**config.mk**
```make
export PLATFORM = sky130hd
export DESIGN_NAME = l1_dcache
export DESIGN_NICKNAME = d
export VERILOG_FILES = /design/src/rtl/l1_dcache.sv
export SDC_FILE = /design/constraint.sdc
export NUM_CORES = 2
export LEC_CHECK = 0
export CORE_UTILIZATION = 41
export CTS_CLUSTER_DIAMETER = 150
export DETAILED_ROUTE_END_ITERATION = 10
export PLACE_DENSITY = 0.7
export SLEW_MARGIN = 15
export SYNTH_ARGS = -nofsm -noshare
export SYNTH_HDL_FRONTEND = slang
export SYNTH_SLANG_ARGS = --single-unit
```
**constraint.sdc**
```tcl
create_clock -name clk -period 43.4 [get_ports clk]
set_clock_uncertainty 0.15 [all_clocks]
set_input_delay 8.68 -clock clk [delete_from_list [all_inputs] [get_ports clk]]
set_output_delay 8.68 -clock clk [all_outputs]
set_load 0.02 [all_outputs]
```
**src/rtl/l1_dcache.sv**
```systemverilog
// l1_dcache: direct-mapped, write-back, write-allocate L1 data cache.
// 8 sets x 4 words (128-bit blocks). Hits complete with zero stall. Misses
// exchange whole blocks with L2 over a level-held request/ready handshake.
module l1_dcache (
  input  logic         clk,
  input  logic         reset,
  input  logic         proc_read,
  input  logic         proc_write,
  input  logic [29:0]  proc_addr,
  input  logic [31:0]  proc_wdata,
  output logic         proc_stall,
  output logic [31:0]  proc_rdata,
  output logic         L2_read,
  output logic         L2_write,
  output logic [27:0]  L2_addr,
  output logic [127:0] L2_wdata,
  input  logic [127:0] L2_rdata,
  input  logic         L2_ready,
  output logic [31:0]  hit_count,
  output logic [31:0]  miss_count
);

  localparam logic [1:0] S_COMPARE   = 2'd0;
  localparam logic [1:0] S_WRITEBACK = 2'd1;
  localparam logic [1:0] S_ALLOCATE  = 2'd2;

  // Controller state
  logic [1:0]   state_q, state_d;
  logic [7:0]   valid_q, valid_d;
  logic [7:0]   dirty_q, dirty_d;
  logic         retry_q, retry_d;
  logic         l2_read_q, l2_read_d;
  logic         l2_write_q, l2_write_d;
  logic [27:0]  l2_addr_q, l2_addr_d;
  logic [127:0] l2_wdata_q, l2_wdata_d;
  logic [31:0]  hit_count_q, hit_count_d;
  logic [31:0]  miss_count_q, miss_count_d;

  // Tag and data storage; contents are meaningless until the valid bit is set
  logic [24:0]  tag_mem  [8];
  logic [127:0] data_mem [8];

  // Storage write port
  logic         mem_we;
  logic [24:0]  mem_tag_wdata;
  logic [127:0] mem_blk_wdata;

  // Request decode
  logic [2:0]   idx;
  logic [1:0]   off;
  logic [24:0]  req_tag;
  logic         req;
  logic [24:0]  cur_tag;
  logic [127:0] cur_blk;
  logic [127:0] merged_blk;
  logic [31:0]  blk_words [4];
  logic         hit;

  assign idx     = proc_addr[4:2];
  assign off     = proc_addr[1:0];
  assign req_tag = proc_addr[29:5];
  assign req     = proc_read | proc_write;
  assign cur_tag = tag_mem[idx];
  assign cur_blk = data_mem[idx];
  assign hit     = valid_q[idx] && (cur_tag == req_tag);

  // Split the indexed block into words and build the block with the
  // processor's write word merged in at the requested offset.
  genvar gi;
  generate
    for (gi = 0; gi < 4; gi++) begin : g_word
      assign blk_words[gi]            = cur_blk[gi*32 +: 32];
      assign merged_blk[gi*32 +: 32]  = (off == 2'(gi)) ? proc_wdata : cur_blk[gi*32 +: 32];
    end
  endgenerate

  // Next-state, handshake and storage-write decisions
  always_comb begin
    state_d       = state_q;
    valid_d       = valid_q;
    dirty_d       = dirty_q;
    retry_d       = retry_q;
    l2_read_d     = l2_read_q;
    l2_write_d    = l2_write_q;
    l2_addr_d     = l2_addr_q;
    l2_wdata_d    = l2_wdata_q;
    hit_count_d   = hit_count_q;
    miss_count_d  = miss_count_q;
    mem_we        = 1'b0;
    mem_tag_wdata = req_tag;
    mem_blk_wdata = merged_blk;
    proc_stall    = 1'b0;

    case (state_q)
      S_COMPARE: begin
        if (req) begin
          if (hit) begin
            // A write (or read+write) updates the word in place
            if (proc_write) begin
              mem_we        = 1'b1;
              mem_tag_wdata = cur_tag;
              mem_blk_wdata = merged_blk;
              dirty_d[idx]  = 1'b1;
            end
            // Only first-lookup hits count; a retry after a fill does not
            if (!retry_q) begin
              hit_count_d = hit_count_q + 32'd1;
            end
            retry_d = 1'b0;
          end else begin
            proc_stall   = 1'b1;
            miss_count_d = miss_count_q + 32'd1;
            retry_d      = 1'b1;
            if (valid_q[idx] && dirty_q[idx]) begin
              state_d    = S_WRITEBACK;
              l2_write_d = 1'b1;
              l2_addr_d  = {cur_tag, idx};
              l2_wdata_d = cur_blk;
            end else begin
              state_d   = S_ALLOCATE;
              l2_read_d = 1'b1;
              l2_addr_d = proc_addr[29:2];
            end
          end
        end
      end

      S_WRITEBACK: begin
        proc_stall = 1'b1;
        if (l2_write_q && L2_ready) begin
          l2_write_d = 1'b0;
          l2_read_d  = 1'b1;
          l2_addr_d  = proc_addr[29:2];
          state_d    = S_ALLOCATE;
        end
      end

      S_ALLOCATE: begin
        proc_stall = 1'b1;
        if (l2_read_q && L2_ready) begin
          mem_we        = 1'b1;
          mem_tag_wdata = req_tag;
          mem_blk_wdata = L2_rdata;
          valid_d[idx]  = 1'b1;
          dirty_d[idx]  = 1'b0;
          l2_read_d     = 1'b0;
          state_d       = S_COMPARE;
        end
      end

      default: begin
        state_d    = S_COMPARE;
        l2_read_d  = 1'b0;
        l2_write_d = 1'b0;
      end
    endcase
  end

  // Read word is driven only for a pure read that hits in COMPARE
  always_comb begin
    proc_rdata = 32'd0;
    if ((state_q == S_COMPARE) && proc_read && !proc_write && hit) begin
      proc_rdata = blk_words[off];
    end
  end

  // Controller registers with synchronous reset
  always_ff @(posedge clk) begin
    if (reset) begin
      state_q      <= S_COMPARE;
      valid_q      <= 8'd0;
      dirty_q      <= 8'd0;
      retry_q      <= 1'b0;
      l2_read_q    <= 1'b0;
      l2_write_q   <= 1'b0;
      l2_addr_q    <= 28'd0;
      l2_wdata_q   <= 128'd0;
      hit_count_q  <= 32'd0;
      miss_count_q <= 32'd0;
    end else begin
      state_q      <= state_d;
      valid_q      <= valid_d;
      dirty_q      <= dirty_d;
      retry_q      <= retry_d;
      l2_read_q    <= l2_read_d;
      l2_write_q   <= l2_write_d;
      l2_addr_q    <= l2_addr_d;
      l2_wdata_q   <= l2_wdata_d;
      hit_count_q  <= hit_count_d;
      miss_count_q <= miss_count_d;
    end
  end

  // Tag/data storage write; arrays are not reset, validity lives in valid_q
  always_ff @(posedge clk) begin
    if (mem_we && !reset) begin
      tag_mem[idx]  <= mem_tag_wdata;
      data_mem[idx] <= mem_blk_wdata;
    end
  end

  assign L2_read    = l2_read_q;
  assign L2_write   = l2_write_q;
  assign L2_addr    = l2_addr_q;
  assign L2_wdata   = l2_wdata_q;
  assign hit_count  = hit_count_q;
  assign miss_count = miss_count_q;

endmodule

```
==> out/qor.csv <==
stage,metric,value,unit
die,io_pins,450,
cts,cts_root_buf,clkbuf_16,
grt,grt_pass1_wl,281000,microns
routing,ant_nets,0,
hold_path,holdPathStages,2,
timing,tightestPinTransition,1.29,ns
synth,synth_area,0.0596,sq mm
timing,fmax,0.0441,GHz
cts,cts_buffers,141,
timing,maxSlewHeadroom,13.9,%
synth,synthCells,4172,
die,initCoreUtil,41.4,%
die,die-area,0.147,sq mm
cts,htreeDepth,4,
critical_path,reg2reg_slack,37.07,ns
timing,slew_violations,0,
critical_path,cp.required,34.57,ns
power,power_density,43.5,mW/mm^2
synth,top_area_share,61.7,%
synth,synth_cell_type_count,67,
cts,postCtsSetupRepairBufs,0,
synth,syn_area_per_cell,14.3,sq um
synth,synth.top_cells.by_count,"1224 x edfxtp_1, 420 x nor2_1, 288 x a21oi_1",
timing,finalCritPeriodShare,52.2,%
synth,ys.flops,1465,
timing,hold_viol,0,
synth,ys_chip_area,0.0596,sq mm
finish,finalInstanceArea,0.0705,sq mm
hold_path,hold_class,flip-flop to flip-flop,
cts,hold_buffers,0,
routing,wl_per_cell,30.6,microns
flow_run,warning_count,39,
cts,cts_buffer_depth,3,
routing,drt-pass1-iter-count,10,
critical_path,critical_path_class,input pin to output port,
cts,cts-resized-gates,0,
cts,clock_latency,0.79,ns
synth,edf_count,1224,
die,die_x,383,microns
timing,period_needed,22.68,ns
critical_path,end_kind,output port,
status,status,finished with violations,
place,gp_congestion,0.874,
hold_path,holdPathEnd,retry_q,
die,fp.dieH,383,microns
place,io_buffers,449,
critical_path,cp-start-kind,input pin,
hold_path,hold_path.startpoint,retry_q,
synth,top_cells_by_area,"edfxtp_1 62%, dfxtp_1 8.1%, mux2i_1 3.0%",
place,dpl_cell_area,0.0659,sq mm
die,coreArea,0.144,sq mm
synth,ys_async_sr_fraction,0,%
power,ir_drop,0.0345,mV
grt,grt_pass1_vias,37898,
power,p_leak,0.0226,uW
critical_path,worstPathArrival,13.85,ns
routing,drc,48,
synth,synth.most_common_cell,edfxtp_1,
grt,grt_usage,26.7,%
routing,routed_via_density,6.23,
routing,num_vias,40904,
flow_run,max_cap_viol_count,0,
synth,ys.flop_type,edfxtp_1,
critical_path,timing.rr.end,data_mem[5][92],
die,row_count,139,
grt,overflow,0,
cts,cts_tree,yes,
synth,yosys.area.top_type,edfxtp_1,
grt,grt_start_max_net_pins,129,
finish,drive_above_1_share,12.9,%
cts,clock-sinks,1465,
cts,clk_pin_slew,0.06,ns
timing,fin_hold_ws,0.306,ns
grt,antenna_found_initial,9,
finish,finalNetCount,4739,
synth,synth_warnings,0,
timing,final-setup-viol-count,0,
routing,first_iter_violations,6233,
timing,setup_tns,0,ns
place,dp_hpwl,126000,microns
critical_path,r2r-start,tag_mem[0][10],
critical_path,path_max_fanout,89,
critical_path,r2r_cells,11,
finish,syn_to_final_growth,18.4,%
synth,ys_seq_share,69.8,%
routing,drt_wl_total,201000,microns
status,violations,design-rule violations,
synth,synth_stat.cells,4172,
synth,syn_nets,4373,
timing,rsz0062_at_grt,false,
## logic make-up after synthesis
logic type	count (synthesis)	synth area share [%]
DFF	1465	69.8
AOI/OAI and AO/OA	1061	12.7
and+or+nand+nor	899	6.91
buffers and inverters	363	2.66
muxes	331	7.13
xor gates and xnor gates	47	0.691
adders and majority gates	6	0.126
## cell type report
class	count	area, sq um
Multi-Input combinational cell	2344	16600
Antenna cell	7	17.5
Sequential cell	1465	41600
Clock inverter	54	547
Inverter	39	146
Fill cell	12017	73300
Clock buffer	207	4050
Timing Repair Buffer	547	5270
Tap cell	1903	2380
## how the worst max path moves through the flow
| stage | cells past startpoint | start | slack (ns) | end |
|---|---|---|---|---|
| floorplan | 12 | proc_addr[2] | 20.61 | data_mem[2][0] |
| global placement | 11 | proc_addr[4] | 20.84 | proc_rdata[14] |
| detailed placement | 11 | proc_addr[4] | 20.79 | proc_rdata[14] |
| CTS | 11 | proc_addr[4] | 20.79 | proc_rdata[14] |
| global route | 11 | proc_addr[4] | 20.55 | proc_rdata[14] |
| finish | 11 | proc_addr[4] | 20.72 | proc_rdata[14] |
## power by group
group	switching (uW)	leakage [uW]	internal [uW]
combinational	187	0.00743	81.1
clock	538	0.00224	696
sequential	4.63	0.0129	1560
## metal layers
metal	GRT usage (%)	wire, microns
met5	0	22
met4	10.9	8550
met3	7.82	29000
met2	39.7	89000
met1	36.4	74400
## registers in the layout, summed over array words and instances (netlist names), named ones only
signal / cells
valid_q: 8
L2_write: 1
L2_addr: 28
state_q: 2
hit_count: 32
retry_q: 1
tag_mem: 200
L2_read: 1
L2_wdata: 128
data_mem: 1024
miss_count: 32
## through the flow
| step | total power, uW | std cells | utilization (%) | setup slack [ns] |
|---|---|---|---|---|
| 2_1_floorplan | 1740 | 4172 | - | 20.61 |
| 3_3_place_gp | 1850 | 6298 | 45.8 | 20.84 |
| 3_5_place_dp | 1850 | 6298 | 45.8 | 20.79 |
| 4_1_cts | 3060 | 6559 | 49.0 | 20.79 |
| 5_1_grt | 3130 | 6560 | 49.0 | 20.55 |
| 6_report | 3070 | 6566 | 49.0 | 20.72 |
## worst max-delay path: stages
cell and delay, ns:
buf_8 0.60, nor2b_4 1.03, a22oi_1 0.30, and3_1 0.28, nor4b_1 0.68, nand4_1 0.28
nor4_4 0.50, nand4b_1 0.16, buf_4 0.27, nor2b_1 0.32, clkdlybuf4s50_1 0.67
## cell usage in the layout (no fill, tap or decap), drive strengths merged, types with 43 or more instances in the layout
| cell | n |
|---|---|
| a22o | 49 |
| nand3 | 44 |
| mux2i | 181 |
| nand4 | 43 |
| clkbuf | 207 |
| a22oi | 219 |
| a221oi | 105 |
| o21ai | 179 |
| mux2 | 84 |
| inv | 47 |
| a21oi | 289 |
| dfxtp | 241 |
| nor2 | 420 |
| clkdlybuf4s50 | 443 |
| edfxtp | 1224 |
| mux4 | 66 |
| nand2 | 198 |
| buf | 104 |
| a211oi | 113 |
Fig. 1: metal 1
The bar under the picture is 100 microns long. Supply wires on this layer in gray.
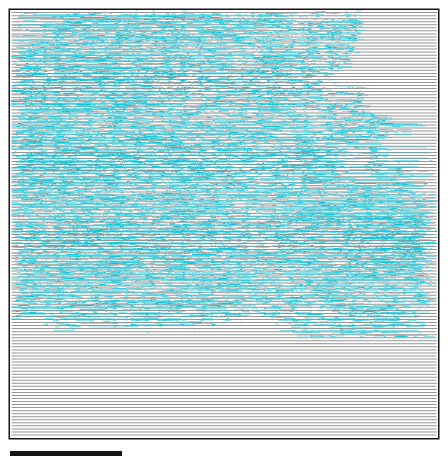
4407 nets have wire on it. The longest straight run is 142 microns. The layer carries 74.4 mm of wire. The layer holds 37% of the routed length. The wires run mostly horizontal.

Fig. 2: M2 wires
Cells faint in the background.
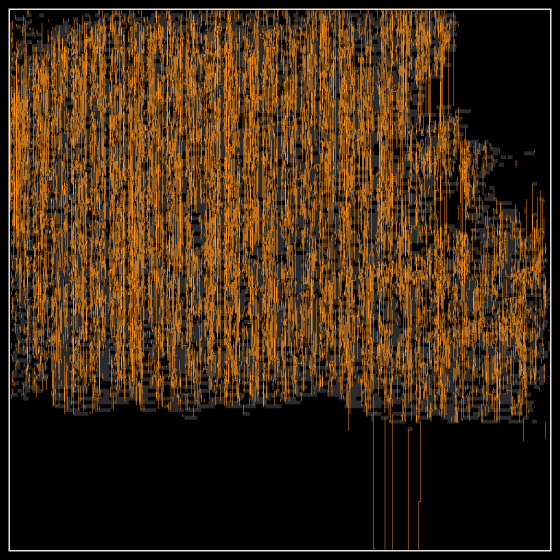
The layer holds 44% of the routed length. The longest straight run is 153 microns. The wires run mostly vertical. 4049 nets have wire on it.

Fig. 3: metal 3
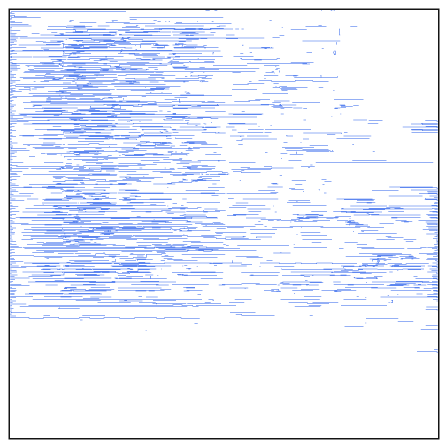
The longest straight run is 219 microns. The layer carries 29.0 mm of wire. 812 nets have wire on it.

Fig. 4: the metal 4 layer
Supply wires on this layer in gray.
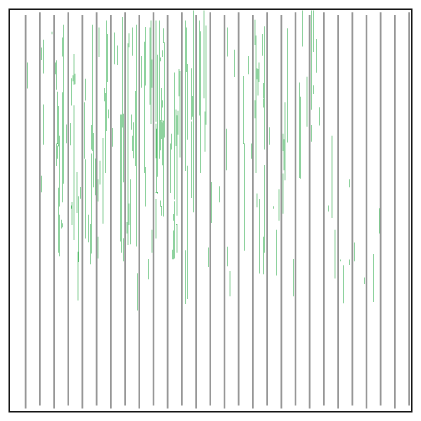
The layer carries 8550 microns of wire. The layer holds 4.3% of the routed length. The longest straight run is 212 microns. 123 nets have wire on it. The wires run mostly vertical.

Power figures rest on the tool's default switching activity, not on a simulated workload.
